run_1/floorplan.png
Bar = 50 um. Pins as bars on the die edge.
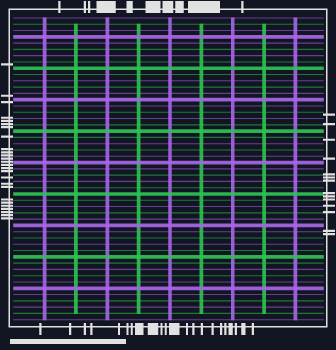
run_1/class_map.png
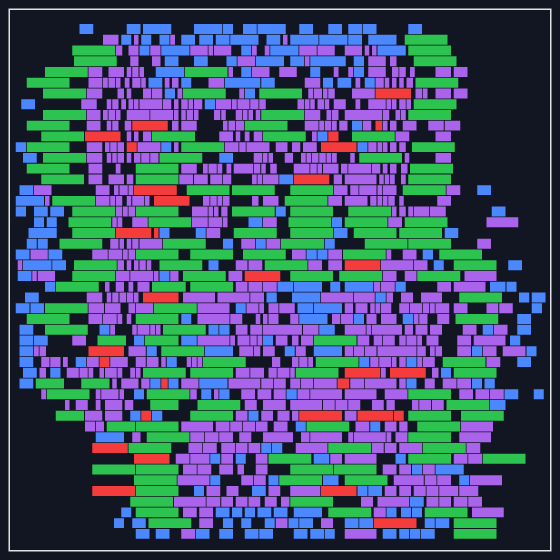
run_1/clock_wires.png
Bar = 50 um.
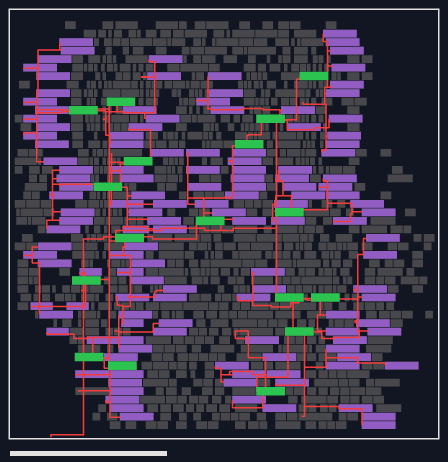
run_1/layers.png
Bar = 50 um.
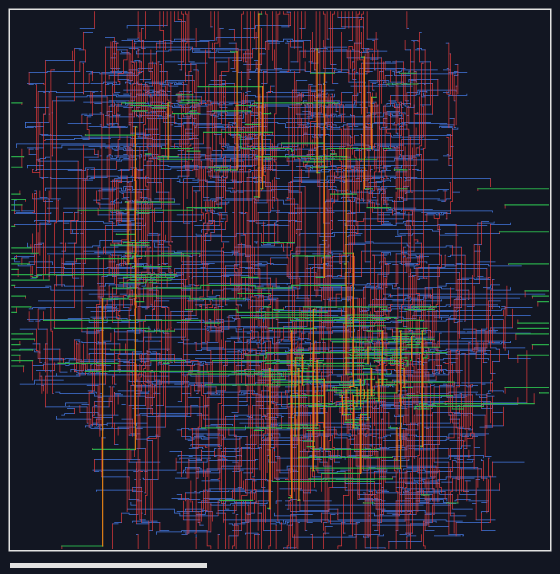
<file path="config.mk">
export PLATFORM = sky130hd
export DESIGN_NAME = store_buffer
export DESIGN_NICKNAME = d
export VERILOG_FILES = /design/src/rtl/sb_pkg.sv /design/src/rtl/sb_fwd_match.sv /design/src/rtl/store_buffer.sv
export SDC_FILE = /design/constraint.sdc
export NUM_CORES = 1
export LEC_CHECK = 0
export CORE_UTILIZATION = 51
export CTS_CLUSTER_DIAMETER = 80
export CTS_CLUSTER_SIZE = 8
export DETAILED_ROUTE_END_ITERATION = 6
export PLACE_DENSITY = 0.78
export REMOVE_ABC_BUFFERS = 1
export SLEW_MARGIN = 20
export SYNTH_ARGS = -nofsm -noshare
export SYNTH_HDL_FRONTEND = slang
export SYNTH_SLANG_ARGS = --single-unit
</file>
<file path="constraint.sdc">
create_clock -name clk -period 3.9 [get_ports clk]
set_clock_uncertainty 0.1 [all_clocks]
set_input_delay 0.585 -clock clk [delete_from_list [all_inputs] [get_ports clk]]
set_output_delay 0.585 -clock clk [all_outputs]
set_load 0.05 [all_outputs]
</file>
<file path="src/rtl/sb_pkg.sv">
// sb_pkg: shared widths, entry type and port-select encoding for the store buffer
package sb_pkg;
  localparam int SB_DEPTH = 4;
  localparam int SB_AW = 16;
  localparam int SB_DW = 16;
  typedef struct packed {
    logic [SB_AW-1:0] addr;
    logic [SB_DW-1:0] data;
  } sb_entry_t;
  typedef enum logic [1:0] {PS_IDLE, PS_LOAD, PS_DRAIN} port_sel_t;
endpackage

</file>
<file path="src/rtl/sb_fwd_match.sv">
// sb_fwd_match: youngest-first address match over the queued entries
module sb_fwd_match
  import sb_pkg::*;
#(
  parameter int DEPTH = SB_DEPTH
) (
  input  sb_entry_t [DEPTH-1:0]        entries,
  input  logic [$clog2(DEPTH)-1:0]     rd_ptr,
  input  logic [$clog2(DEPTH+1)-1:0]   count,
  input  logic [SB_AW-1:0]             addr,
  output logic                         hit,
  output logic [SB_DW-1:0]             data
);
  localparam int PW = $clog2(DEPTH);
  localparam int CW = $clog2(DEPTH + 1);
  // walk oldest to youngest so the last match wins
  always_comb begin
    hit = 1'b0;
    data = '0;
    for (int i = 0; i < DEPTH; i++) begin
      if (CW'(i) < count && entries[rd_ptr + PW'(i)].addr == addr) begin
        hit = 1'b1;
        data = entries[rd_ptr + PW'(i)].data;
      end
    end
  end
endmodule

</file>
<file path="src/rtl/store_buffer.sv">
// store_buffer: posted-write FIFO in front of data_mem with load forwarding and fence drain
module store_buffer
  import sb_pkg::*;
#(
  parameter int DEPTH = SB_DEPTH,
  parameter int AW = SB_AW,
  parameter int DW = SB_DW
) (
  input  logic          clk,
  input  logic          rst,
  input  logic          st_valid,
  input  logic [AW-1:0] st_addr,
  input  logic [DW-1:0] st_data,
  input  logic          ld_valid,
  input  logic [AW-1:0] ld_addr,
  output logic [DW-1:0] ld_data,
  input  logic          fence,
  output logic          stall,
  output logic          empty,
  output logic          err,
  output logic [AW-1:0] mem_addr,
  output logic [DW-1:0] mem_wdata,
  output logic          mem_we,
  output logic          mem_re,
  input  logic [DW-1:0] mem_rdata
);
  localparam int PW = $clog2(DEPTH);
  localparam int CW = $clog2(DEPTH + 1);
  sb_entry_t [DEPTH-1:0] entries;
  logic [PW-1:0] wr_ptr, rd_ptr;
  logic [CW-1:0] count;
  logic full, queued, accept, fwd_hit;
  logic [DW-1:0] fwd_data;
  port_sel_t sel;
  sb_fwd_match #(.DEPTH(DEPTH)) u_match (
    .entries(entries),
    .rd_ptr(rd_ptr),
    .count(count),
    .addr(ld_addr),
    .hit(fwd_hit),
    .data(fwd_data)
  );
  assign full = count == CW'(DEPTH);
  assign queued = count != '0;
  assign empty = rst || !queued;
  // a fence drains regardless of a waiting store; otherwise a store blocks drain unless full
  always_comb begin
    sel = rst ? PS_IDLE : ld_valid ? PS_LOAD :
          (queued && (!st_valid || full || fence)) ? PS_DRAIN : PS_IDLE;
    accept = !rst && st_valid && !ld_valid && !full && !fence;
    stall = !rst && ((full && st_valid) || (fence && queued));
    mem_re = sel == PS_LOAD;
    mem_we = sel == PS_DRAIN;
    mem_addr = sel == PS_LOAD ? ld_addr : sel == PS_DRAIN ? entries[rd_ptr].addr : '0;
    mem_wdata = sel == PS_DRAIN ? entries[rd_ptr].data : '0;
    ld_data = sel == PS_LOAD ? (fwd_hit ? fwd_data : mem_rdata) : '0;
  end
  always_ff @(posedge clk) begin
    if (rst) begin
      wr_ptr <= '0;
      rd_ptr <= '0;
      count <= '0;
      err <= 1'b0;
    end else begin
      wr_ptr <= accept ? wr_ptr + 1'b1 : wr_ptr;
      rd_ptr <= mem_we ? rd_ptr + 1'b1 : rd_ptr;
      count <= accept ? count + 1'b1 : mem_we ? count - 1'b1 : count;
      err <= err || (st_valid && ld_valid);
    end
  end
  always_ff @(posedge clk) begin
    if (accept) entries[wr_ptr] <= '{addr: st_addr, data: st_data};
  end
endmodule

</file>
==> reports/results.ini, run 1 <==
[worst_setup_path]
r2r_slack_ns=1.29
cpPeakStageDelay_ns=0.45
cp_slowest_cell=nor4_4
cp-start-kind=flop
ff2ff_path_depth=6

[outcome]
status=finished, violations left
violations=negative setup slack

[final_layout]
finalNonFillerCells=1231
logic_area_um2=5060
seq_area_um2=4010
fillers=1185

[synthesis]
top_area_frac=0.415
synth-seq-cells=136
syn_area_um2=9260
ys.flop_type=edfxtp_1
avgSynthCellArea_um2=11.1
ys_seq_share=0.433
yosys-top-cells-count=edfxtp_1, mux2i_1, nand2_1, nor2_1, o21ai_0
yosysWarnings=0

[sta]
min_period_ns=4.32
setup_viol=16
relSlewSlack=0.541
fin_ws_ns=-0.419
rsz0062_at_grt=true

[flow_run]
maxCapViolCount=0
warning_count=33

[global_route]
grt_pass1_vias=7307

[clocking]
cts_buffers=17
clk_pin_slew_ns=0.05
cts.sinks=136

[die]
die_w_um=137
die_area_um2=18700
ios=122

[power]
p_leak_nw=4.02
p_per_area_nw_per_um2=327

[drt]
drt-vias-per-instance=6.23
drtIter0Drc=872
drtPass1Iterations=6
drc=0

[placed_design]
numPortBuffers=121

[worst_hold_path]
worst_hold_path_type=flop to flop

Notes on floorplan.png above:
purple -> VSS
green -> VDD
met5 straps = 9
signal pins = 122
VDD IR max: 0.000358 V
Core Area: 17500 um^2

Notes on class_map.png above:
blue -> remaining buffers and delay cells  # cells 218, share of their area 19%
purple -> remaining logic cells  # cells 621, share of their area 43%
green -> registers  # cells 136, share of their area 34%
red -> clock drivers and dummy loads  # cells 30, share of their area 5.1%
design area: 12200 um^2
Final Core Density: 0.696
# rows: 48
flop share of the area: 0.329

Notes on clock_wires.png above:
red -> clock wires  # length 1620 um
green -> clock-net drivers  # count 17
purple -> flip-flops  # count 136
routed clock nets = 18
flops lie = widely spread
clock share of power: 0.417
P_clk: 0.00166 W
latest clock arrival within the worst-skew pair: 0.42 ns

Notes on layers.png above:
blue -> M1  # wire length 10200 um
orange -> M4  # wire length 895 um
green -> M3  # wire length 1990 um
red -> M2  # wire length 12500 um
GRT Total Usage: 0.278
routed vias: 7673
Post-Route WL: 25600 um
Wirelength per Cell: 20.8 um

-- run 1: metrics by stage --
stage / setup TNS [ns] / area (um^2) / setup slack [ns] / utilization / power [W]
after CTS: -4.88 / 12000 / -0.349 / 0.682 / 0.00398
after global routing: -6.98 / 12200 / -0.478 / 0.696 / 0.00409
after floorplan: -181.95 / 8820 / -6.03 / - / 0.00205
after global placement: -1.08 / 11100 / -0.114 / 0.634 / 0.00230
final: -6.18 / 12200 / -0.419 / 0.696 / 0.00399
after detailed placement: -1.57 / 11100 / -0.172 / 0.634 / 0.00231
-- run 1: layer usage --
metal / track usage / part of all wire
met1: 0.357 / 0.40
met2: 0.464 / 0.49
met3: 0.0422 / 0.078
met4: 0.122 / 0.035
met5: 0 / 0
-- run 1: worst max-delay path: cells and delay by family, from the launching register on --
kind                   cells  cell delay (ns)
DFF                        1             0.36
AOI/OAI and AO/OA          5             1.26
buffers and inverters      6             0.94
and+or+nand+nor            2             0.63
-- run 1: power by group --
group / leakage, nW / switching [W] / internal (W)
Clock: 0.281 / 0.000607 / 0.00106
Sequential: 1.22 / 0.0000123 / 0.00161
Combinational: 2.52 / 0.000405 / 0.000298
Total: 4.02 / 0.00102 / 0.00296
-- run 1: placed cells by master, fill, tap and decap left out, types with 13 or more instances in the layout --
cell	instances
xnor2_1	36
mux2_2	34
xor2_1	24
nor2_1	81
a211oi_2	13
mux2i_1	94
edfxtp_1	128
clkbuf_16	19
o21ai_0	54
buf_4	110
a21oi_1	21
buf_12	26
mux4_2	25
clkdlybuf4s50_1	72
nand4_1	22
a31oi_1	14
nand2_1	80
-- run 1: logic make-up after synthesis --
family / count (synthesis) / share of synthesized area
DFF: 136 / 0.433
adders and majority gates: 8 / 0.0108
buffers and inverters: 84 / 0.0511
muxes: 164 / 0.216
xor gates and xnor gates: 64 / 0.0606
AOI/OAI and AO/OA: 165 / 0.124
and+or+nand+nor: 211 / 0.105
-- run 1: cell type report --
type	count	share of cell area
Multi-Input combinational cell	612	0.415
Tap cell	225	0.0231
Clock buffer	17	0.0349
Inverter	9	0.00277
Sequential cell	136	0.329
Antenna cell	1	0.000205
Timing Repair Buffer	218	0.181
Clock inverter	13	0.0148
-- run 1: registers in the layout, indices dropped and copies added (netlist names) --
name and cells:
count 3, rd_ptr 2, wr_ptr 2, err 1
entries 128
-- run 1: how the worst max path moves through the flow --
| stage | startpoint | end |
|---|---|---|
| floorplan | rd_ptr[1]$_SDFFE_PP0N_ | ld_data[0] |
| global placement | ld_addr[2] | ld_data[2] |
| detailed placement | ld_addr[2] | ld_data[1] |
| CTS | rd_ptr[1]$_SDFFE_PP0N_ | ld_data[1] |
| global route | rd_ptr[1]$_SDFFE_PP0N_ | ld_data[1] |
| finish | rd_ptr[0]$_SDFFE_PP0N_ | ld_data[4] |
-- run 1: timing repair --
action | in CTS | in global routing
endpoints found under the hold margin | 0 | 0
cloned | 0 | 1
endpoints found under the setup margin | 16 | 16
buffers inserted | 13 | 5
pin swaps | 7 | 7
resized | 22 | 32
==> run 2: changes to the inputs <==
--- a/config.mk
+++ b/config.mk
@@ -5,7 +5,8 @@
 export SDC_FILE = /design/constraint.sdc
 export NUM_CORES = 1
 export LEC_CHECK = 0
-export CORE_UTILIZATION = 51
+export ABC_AREA = 1
+export CORE_UTILIZATION = 52
 export CTS_CLUSTER_DIAMETER = 80
 export CTS_CLUSTER_SIZE = 8
 export DETAILED_ROUTE_END_ITERATION = 6
run_2/clock_nets.png
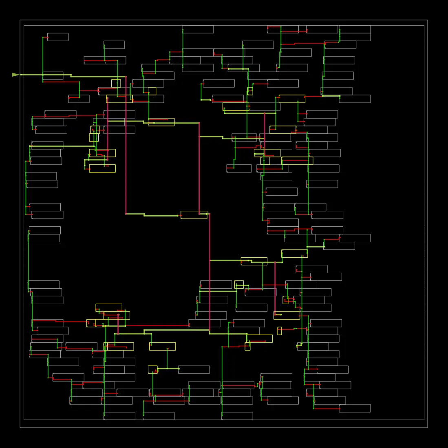
clock sinks: 136
CTS buffer count: 17
latest clock arrival within the worst-skew pair: 0.43 ns

run_2/class_map.png
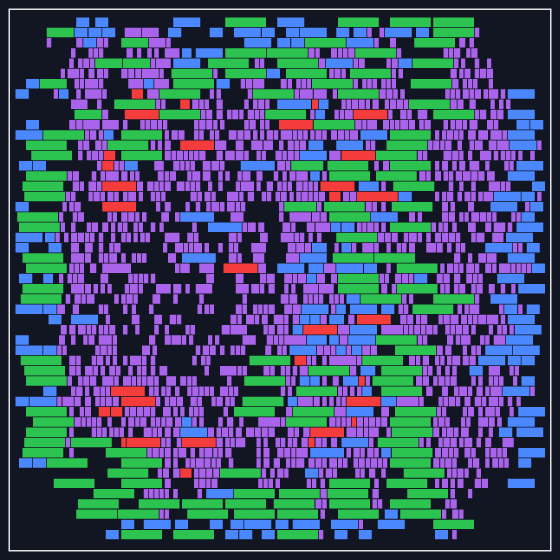
blue -> remaining buffers and delay cells  # cells 176, share of their area 19%
green -> registers  # cells 136, share of their area 30%
red -> clock drivers and dummy loads  # cells 32, share of their area 4.2%
purple -> remaining logic cells  # cells 1304, share of their area 47%
design area: 13500 um^2
# rows: 51
flop share of the area: 0.297

==> run 2 against run 1 <==
Effect of this change: core utilization is 0.53 points lower; total power is 3.5% higher; register-to-register slack lost 0.30 ns; die size grew 9.9%; critical endpoint is now ld_data[13]; largest power group is now registers; the run now ends clean; final cell count increased by 55%; global-route usage up 2.8 points; clock power fell by 8%.
==> reports/results.ini, run 2 <==
[synthesis]
synth-seq-cells=136  ; unchanged
ys.flop_type=edfxtp_1  ; unchanged
avgSynthCellArea_um2=6.84  ; was 11.1 um^2
ys_seq_share=0.385  ; was 0.433
top_area_frac=0.370  ; was 0.415

[power]
combPwrFrac=0.238  ; was 0.176
p_leak_nw=5.98  ; was 4.02 nW
seqPwrFrac=0.393  ; was 0.407
p_per_area_nw_per_um2=306  ; was 327 nW/um^2
design_power_total_w=0.00413  ; was 0.00399 W
swShare=0.307  ; was 0.257
p_int_w=0.00286  ; was 0.00296 W
ir_drop_v=0.000269  ; was 0.000358 V

[flow_run]
warning_count=31  ; was 33
maxCapViolCount=0  ; unchanged

[clocking]
clk_pin_slew_ns=0.06  ; was 0.05 ns

[final_layout]
regMostFlops=entries  ; unchanged
largest_reg_flops=128  ; unchanged
final_cell_mix=nand2_1, inv_1, o21ai_0  ; was edfxtp_1, buf_4, mux2i_1
lay_top_count=nand2_1  ; was edfxtp_1
n_antenna_cell=0  ; was 1

[sta]
tns_ns=0  ; was -6.18 ns
min_period_ns=3.86  ; was 4.32 ns
relSlewSlack=0.490  ; was 0.541

[placed_design]
numPortBuffers=121  ; unchanged
place_area_um2=12300  ; was 11100 um^2
pre_cts_slack_ns=0.116  ; was -0.172 ns

[global_route]
track_usage=0.306  ; was 0.278
met3_usage=0.0500  ; was 0.0422
grt_use_met1=0.371  ; was 0.357
gr-max-usage-layer=met2  ; unchanged
grt_pass1_vias=9645  ; was 7307
grtUsageMet2=0.526  ; was 0.464

[worst_setup_path]
cpPeakStageDelay_ns=0.39  ; was 0.45 ns
crit_family=simple AND/OR/NAND/NOR gates  ; was AND-OR/OR-AND gates
cp_num_cells=14  ; was 13
cp_slowest_cell=dfxtp_4  ; was nor4_4
cp-start-kind=flop  ; unchanged

[die]
ios=122  ; unchanged
core-area_um2=19500  ; was 17500 um^2

[outcome]
status=completed  ; was finished, violations left

[drt]
finalWirelength_um=32900  ; was 25600 um
drtPass1Iterations=6  ; unchanged
wl_per_cell_um=17.2  ; was 20.8 um
drtIter0Drc=1092  ; was 872

[worst_hold_path]
worst_hold_path_type=flop to flop  ; unchanged

## run 2: cell types whose count changed after synthesis, moves of 16 or more
cell,before,now
o21ai_0,55,167
o311ai_1,16,0
mux4_2,25,0
inv_1,8,169
mux2i_1,103,2
nand2_1,81,536
a31oi_1,17,1
xor2_1,24,6
nand3_1,5,148
mux2_2,34,0
xnor2_1,40,0
nand4_1,22,39
## run 2: power by group through the flow
stage / Combinational [W] / Sequential (W) / Clock [W]
2_1_floorplan: 0.000496 / 0.00167 / 0
3_3_place_gp: 0.000868 / 0.00165 / 0
3_5_place_dp: 0.000881 / 0.00165 / 0
4_1_cts: 0.000892 / 0.00162 / 0.00152
5_1_grt: 0.00106 / 0.00162 / 0.00158
6_report: 0.000984 / 0.00162 / 0.00152
## run 2: per-layer routing
| layer | vias to the layer above | share of wire | wire length [um] |
|---|---|---|---|
| li1 | 5243 | - | - |
| met1 | 4919 | 0.38 | 12500 |
| met2 | 607 | 0.48 | 16000 |
| met3 | 108 | 0.097 | 3190 |
| met4 | 2 | 0.038 | 1260 |
| met5 | - | 0.00039 | 13 |
## run 2: area by class of cell
cell class                 count  area, um^2
clock inverter                14         126
fill                        1574        6040
tap                          265         332
inverter                     173         674
timing repair inverter         2        17.5
multi-input combinational   1129        5450
timing repair buffer         176        2450
clock buffer                  18         429
sequential                   136        4010
## run 2: through the flow
step | instances | utilization
after CTS | 1895 | 0.664
after detailed placement | 1860 | 0.630
after floorplan | 1438 | -
final | 1913 | 0.691
after global routing | 1913 | 0.691
after global placement | 1860 | 0.630
## run 2: cell families (layout without fill, tap and decap cells)
family,Yosys count,in the layout,share of synthesized area
flip-flops,136,136,0.385
buffers and inverters,253,383,0.108
AND-OR/OR-AND,250,250,0.134
multiplexers,2,2,0.00193
AND/OR/NAND/NOR,863,863,0.356
adder cells (fa/ha/maj),8,8,0.00964
XOR/XNOR,6,6,0.00506
## run 2: final timing paths
| kind | from | endpoint | slack [ns] |
|---|---|---|---|
| setup / recovery | rd_ptr[0]$_SDFFE_PP0N_ | ld_data[13] | 0.04 |
| hold / removal | err$_SDFF_PP0_ | err$_SDFF_PP0_ | 0.37 |
| setup reg to reg | count[0]$_SDFFE_PP0P_ | entries[90]$_DFFE_PP_ | 0.99 |
| hold reg to reg | err$_SDFF_PP0_ | err$_SDFF_PP0_ | 0.37 |
## run 2: worst min-delay path: stages (launching register included)
cell and delay (ns):
dfxtp_1 0.32, a21oi_1 0.04, nor2_1 0.07
## run 2: repair_timing
item                                    4_1_cts  5_1_grt
pin swaps                                     1        9
buffers inserted                              3       10
gates resized                                15       79
endpoints found under the setup margin       16       16
cloned                                        0        8
==> run 3: changes to the inputs <==
--- a/config.mk
+++ b/config.mk
@@ -6,11 +6,14 @@
 export NUM_CORES = 1
 export LEC_CHECK = 0
 export ABC_AREA = 1
-export CORE_UTILIZATION = 52
+export CELL_PAD_IN_SITES_DETAIL_PLACEMENT = 1
+export CELL_PAD_IN_SITES_GLOBAL_PLACEMENT = 1
+export CORE_UTILIZATION = 37
 export CTS_CLUSTER_DIAMETER = 80
 export CTS_CLUSTER_SIZE = 8
 export DETAILED_ROUTE_END_ITERATION = 6
-export PLACE_DENSITY = 0.78
+export GPL_TIMING_DRIVEN = 1
+export PLACE_DENSITY_LB_ADDON = 0.1
 export REMOVE_ABC_BUFFERS = 1
 export SLEW_MARGIN = 20
 export SYNTH_ARGS = -nofsm -noshare
run_3/clock_nets.png
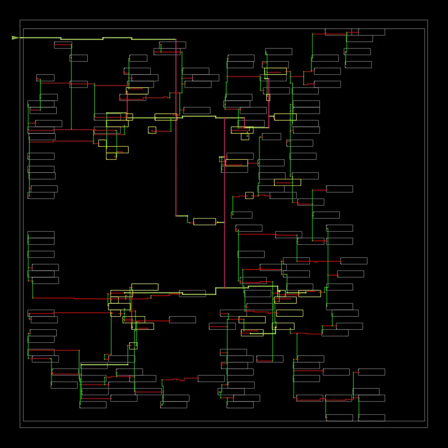
clock buf count: 17
P_clk: 0.00182 W
Seq cells: 136

run_3/floorplan.png
Bar = 50 um. Pins as bars on the die edge.
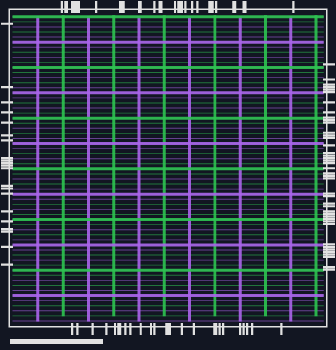
green -> VDD
purple -> VSS
rows = 60
met1 rails = 61
met4 straps = 12
met5 straps = 12
VDD IR max: 0.000261 V
Core Area: 27300 um^2
Die Wd: 170 um

==> run 3 against run 2 <==
Effect of this change: the run now ends with negative setup slack left; core utilization down 15 points; cell area up 10%; critical path depth up 3; synthesized area unchanged; global-route usage down 3.1 points; die size up 40%; non-clock buffer count up 40; register-to-register slack better by 0.37 ns; sequential share of layout area down 2.7 points; critical endpoint is now ld_data[7].
==> reports/results.ini, run 3 <==
[power]
p_leak_nw=6.50  ; was 5.98 nW
combPwrFrac=0.247  ; was 0.238
p_per_area_nw_per_um2=308  ; was 306 nW/um^2
p_switching_w=0.00143  ; was 0.00127 W
swShare=0.314  ; was 0.307
pwr-share-clk=0.398  ; was 0.369

[placed_design]
numPortBuffers=121  ; unchanged
pre_cts_slack_ns=0.00294  ; was 0.116 ns
place_area_um2=12500  ; was 12300 um^2

[flow_run]
warning_count=33  ; was 31
maxCapViolCount=0  ; unchanged

[drt]
finalWirelength_um=43800  ; was 32900 um
drtPass1Iterations=5  ; was 6
drt-vias-per-instance=5.51  ; was 5.69
drc=0  ; unchanged
drtIter0Drc=848  ; was 1092

[synthesis]
synth-xor-area-share=0.00506  ; unchanged
ys_top_logic_family=simple AND/OR/NAND/NOR gates  ; unchanged
synth-seq-cells=136  ; unchanged
adder_share=0.00964  ; unchanged
avgSynthCellArea_um2=6.84  ; unchanged
yosys.area_share.aoi=0.134  ; unchanged
yosysWarnings=0  ; unchanged
syn_area_um2=10400  ; unchanged

[sta]
setup_viol=15  ; was 0
relSlewSlack=0.609  ; was 0.490
fin_ws_ns=-0.130  ; was 0.0390 ns

[final_layout]
regMostFlops=entries  ; unchanged
final_cell_area_um2=14800  ; was 13500 um^2
final_cell_mix=nand2_1, inv_1, o21ai_0  ; unchanged
lay_top_count=nand2_1  ; unchanged
reg_top3=entries: 128 flops, count: 3 flops  ; unchanged

[clocking]
clk_pin_slew_ns=0.06  ; about the same
cts.sinks=136  ; unchanged
cts_buffers=17  ; unchanged

[outcome]
status=finished, violations left  ; was completed
violations=negative setup slack

[die]
ios=122  ; unchanged

==> run 3: stage by stage <==
| step | power [W] | hold slack, ns | cells |
|---|---|---|---|
| 2_1_floorplan | 0.00216 | 0.375 | 1438 |
| 3_3_place_gp | 0.00255 | 0.352 | 1973 |
| 3_5_place_dp | 0.00257 | 0.368 | 1973 |
| 4_1_cts | 0.00444 | 0.383 | 2022 |
| 5_1_grt | 0.00471 | 0.453 | 2058 |
| 6_report | 0.00457 | 0.385 | 2058 |
==> run 3: cell families after synthesis <==
logic type                 Yosys count
adders and majority gates            8
DFF                                136
buffers and inverters              253
xor gates and xnor gates             6
AOI/OAI and AO/OA                  250
muxes                                2
and+or+nand+nor                    863
==> run 3: power by group through the flow <==
stage | logic (W) | clock network, W | registers (W)
floorplan | 0.000496 | 0 | 0.00167
global placement | 0.000906 | 0 | 0.00165
detailed placement | 0.000923 | 0 | 0.00165
CTS | 0.000998 | 0.00183 | 0.00162
global route | 0.00121 | 0.00188 | 0.00162
finish | 0.00113 | 0.00182 | 0.00162
==> run 3: final timing paths <==
| path | startpoint | to | slack, ns | cells after the start |
|---|---|---|---|---|
| worst min register to register | err$_SDFF_PP0_ | err$_SDFF_PP0_ | 0.39 | 2 |
| worst max-delay path | rd_ptr[0]$_SDFFE_PP0N_ | ld_data[7] | -0.13 | 17 |
| worst max register to register | count[0]$_SDFFE_PP0P_ | entries[123]$_DFFE_PP_ | 1.36 | 8 |
| worst min-delay path | err$_SDFF_PP0_ | err$_SDFF_PP0_ | 0.39 | 2 |
==> run 3: area by class of cell <==
| cell class | instances | area, um^2 |
|---|---|---|
| Clock inverter | 15 | 215 |
| Clock buffer | 17 | 425 |
| Fill cell | 3290 | 12400 |
| Sequential cell | 136 | 4010 |
| Inverter | 173 | 664 |
| Timing Repair Buffer | 216 | 3190 |
| Tap cell | 372 | 465 |
| Multi-Input combinational cell | 1129 | 5870 |
==> run 3: metal layers <==
layer	vias to the layer above	GRT usage	routed length (um)
met5	-	0	0
met4	0	0.101	1460
met3	100	0.0359	2160
met2	396	0.503	22600
met1	5520	0.328	17700
li1	5319	-	-
==> run 3: critical path, cell delays in order, from the launching register on <==
cell and delay [ns]:
dfxtp_4 0.47, clkinv_8 0.12, buf_8 0.15, nand2_4 0.09, nand2_8 0.12, clkbuf_16 0.19
o21ai_1 0.19, nor2_1 0.09, nor3_2 0.18, nand2_1 0.12, nor2_4 0.23, buf_4 0.18
clkbuf_16 0.15, nand4_1 0.09, nand3_1 0.10, nand2_1 0.10, a21oi_4 0.19, buf_12 0.15
==> run 3: repair_timing <==
item | CTS | global route
pin swaps | 11 | 44
resized | 47 | 171
gates cloned | 8 | 15
buffers inserted | 9 | 22
setup endpoints to repair | 16 | 16
Power figures rest on the tool's default switching activity, not on a simulated workload.
